**config.mk**
```make
export PLATFORM = sky130hd
export DESIGN_NAME = mem_arbiter
export DESIGN_NICKNAME = d
export VERILOG_FILES = /design/src/rtl/mem_arbiter.sv
export SDC_FILE = /design/constraint.sdc
export NUM_CORES = 1
export LEC_CHECK = 0
export CAP_MARGIN = 25
export CORE_MARGIN = 8
export CORE_UTILIZATION = 42
export DETAILED_ROUTE_END_ITERATION = 8
export PLACE_DENSITY = 0.8
export RECOVER_POWER = 100
export SLEW_MARGIN = 20
export SYNTH_ARGS = -nofsm -noshare
export SYNTH_HDL_FRONTEND = slang
export SYNTH_SLANG_ARGS = --single-unit
export TNS_END_PERCENT = 10
```
**constraint.sdc**
```tcl
create_clock -name clk -period 2.55 [get_ports clk]
set_input_delay 0.3825 -clock clk [delete_from_list [all_inputs] [get_ports clk]]
set_output_delay 0.3825 -clock clk [all_outputs]
set_load 0.005 [all_outputs]
```
**src/rtl/mem_arbiter.sv**
```systemverilog
// Arbitrates a multi-cycle unified memory between an instruction-fetch port and a data port.
// Optional macro ARB_RR_EN: round-robin tie-break; default is fixed D-over-I priority.
module mem_arbiter #(
  parameter int unsigned ADDR_W      = 16,
  parameter int unsigned DATA_W      = 16,
  parameter int unsigned MEM_LATENCY = 4
) (
  input  logic              clk,
  input  logic              rst,
  input  logic              i_req,
  input  logic [ADDR_W-1:0] i_addr,
  output logic              i_ack,
  output logic [DATA_W-1:0] i_rdata,
  input  logic              d_req,
  input  logic              d_wr,
  input  logic [ADDR_W-1:0] d_addr,
  input  logic [DATA_W-1:0] d_wdata,
  output logic              d_ack,
  output logic [DATA_W-1:0] d_rdata,
  output logic              mem_enable,
  output logic              mem_wr,
  output logic [ADDR_W-1:0] mem_addr,
  output logic [DATA_W-1:0] mem_wdata,
  input  logic [DATA_W-1:0] mem_rdata,
  output logic              busy
);

  localparam int unsigned CNT_W = 4;
  localparam logic OWN_D = 1'b0;
  localparam logic OWN_I = 1'b1;

  typedef enum logic [1:0] {
    S_IDLE   = 2'd0,
    S_ACCESS = 2'd1,
    S_DONE   = 2'd2
  } state_t;

  state_t             r_state;
  logic [CNT_W-1:0]   r_cnt;
  logic               r_owner;
  logic               w_grant_d;

`ifdef ARB_RR_EN
  logic r_last_grant;
  // On a tie, D wins only if I was granted last.
  assign w_grant_d = d_req && (!i_req || (r_last_grant == OWN_I));
`else
  assign w_grant_d = d_req;
`endif

  // Arbitration, access sequencing and all registered outputs.
  always_ff @(posedge clk or posedge rst) begin
    if (rst) begin
      r_state    <= S_IDLE;
      r_cnt      <= '0;
      r_owner    <= OWN_D;
      i_ack      <= 1'b0;
      d_ack      <= 1'b0;
      mem_enable <= 1'b0;
      mem_wr     <= 1'b0;
      busy       <= 1'b0;
      mem_addr   <= '0;
      mem_wdata  <= '0;
      i_rdata    <= '0;
      d_rdata    <= '0;
`ifdef ARB_RR_EN
      r_last_grant <= OWN_D;
`endif
    end else begin
      i_ack <= 1'b0;
      d_ack <= 1'b0;
      case (r_state)
        S_IDLE: begin
          if (i_req || d_req) begin
            r_owner    <= w_grant_d ? OWN_D : OWN_I;
            mem_addr   <= w_grant_d ? d_addr : i_addr;
            mem_wdata  <= w_grant_d ? d_wdata : '0;
            mem_wr     <= w_grant_d && d_wr;
            mem_enable <= 1'b1;
            busy       <= 1'b1;
            r_cnt      <= CNT_W'(MEM_LATENCY - 1);
            r_state    <= S_ACCESS;
`ifdef ARB_RR_EN
            r_last_grant <= w_grant_d ? OWN_D : OWN_I;
`endif
          end
        end
        S_ACCESS: begin
          if (r_cnt == '0) begin
            // Last access cycle: read data is valid now.
            if (r_owner == OWN_I) begin
              i_rdata <= mem_rdata;
              i_ack   <= 1'b1;
            end else begin
              if (!mem_wr) d_rdata <= mem_rdata;
              d_ack <= 1'b1;
            end
            mem_enable <= 1'b0;
            mem_wr     <= 1'b0;
            r_state    <= S_DONE;
          end else begin
            r_cnt <= r_cnt - CNT_W'(1);
          end
        end
        S_DONE: begin
          busy    <= 1'b0;
          r_state <= S_IDLE;
        end
        default: begin
          mem_enable <= 1'b0;
          mem_wr     <= 1'b0;
          busy       <= 1'b0;
          r_state    <= S_IDLE;
        end
      endcase
    end
  end

endmodule

```
==> reports/qor.yml <==
met3_length_microns: 825
syn_area_per_cell_sq_um: 14.0
leakage_nw: 2.18
seq_share_pct: 39.5
core_util_floorplan_pct: 43.4
gr-max-usage-layer: "met2"
grt_overflow_total: 0
largest_area_cell: "sky130_fd_sc_hd__dfrtp_1"
critical-path-slowest-cell: "sky130_fd_sc_hd__or3_1"
irDropWorstVdd_v: 0.000544
crit_path_setup_slack_layout_ns: 0.357
max-cap-violations: 1
timing.rr.end: "i_rdata[13]$_DFFE_PP0P_"
final_min_period_ns: 2.19
switchingPower_mw: 1.56
via_count: 2330
compound_area_share_pct: 12.8
report.final.slew_viol_count: 36
ys_types: 41
synth.cellmix.xorXnorShare_pct: 0
grtUsageMet3_pct: 6.75
synth_sequential_area_ratio_pct: 60.1
netlist.top_cell.by_instances: "sky130_fd_sc_hd__dfrtp_1"
root_buffer: "sky130_fd_sc_hd__clkbuf_8"
worst_clock_skew_ns: 0.00858
run_status: "finished with violations"
slew_headroom_pct: -3.80
cts_tree: "yes"
place.detailed.hpwl_microns: 6230
fp.dieH_microns: 103
grt_setup_unrepaired: "no"
worst_setup_path_end_kind: "flop"
fmaxAchievable_mhz: 456
violated_checks: "capacitance limit, slew limit"
final-comb-area_sq_um: 1070
timing.critical_path.cells: "inv_1 > ha_1 > nand4bb_1 > or3_1 > inv_6 > mux2_2"
postRouteAntennaNets: 0
h-tree-depth: 3
nNetsFinal: 437
area_growth_syn_to_layout_pct: 52.1
fraction_of_area_in_multi_input_gates_pct: 22.3
synth.cellmix.simpleShare_pct: 4.35
critPathBufInv: 2
antenna_found_initial: 0
Figure 1. The metal 1 layer.
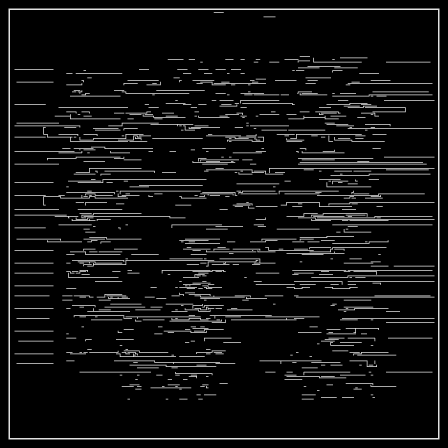
388 nets have wire on it. The layer holds 44% of the routed length. The longest straight run is 39.6 microns.

Figure 2. Signal wires on met2.
Scale bar: 20 microns. Cells faint in the background.
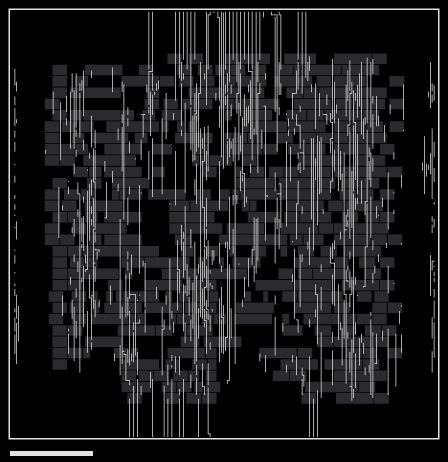
384 nets have wire on it. The layer holds 45% of the routed length. The longest straight run is 56.8 microns. The wires run mostly vertical. The layer carries 3860 microns of wire.

Figure 3. Met3 routing.
Scale bar: 20 microns.
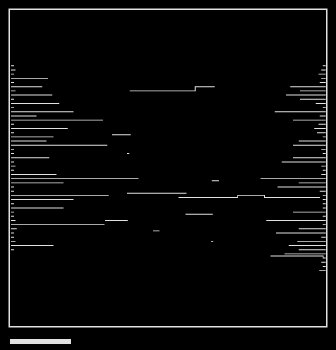
97 nets have wire on it. The layer holds 9.7% of the routed length. The wires run mostly horizontal.

Figure 4. Signal wires on met4.
Cells faint in the background.
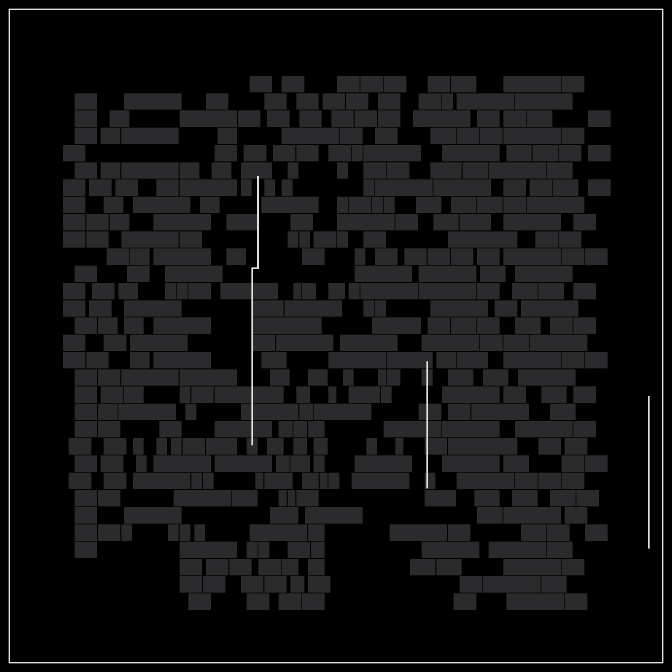
2 nets have wire on it. The layer carries 86.6 microns of wire. The wires run mostly vertical.

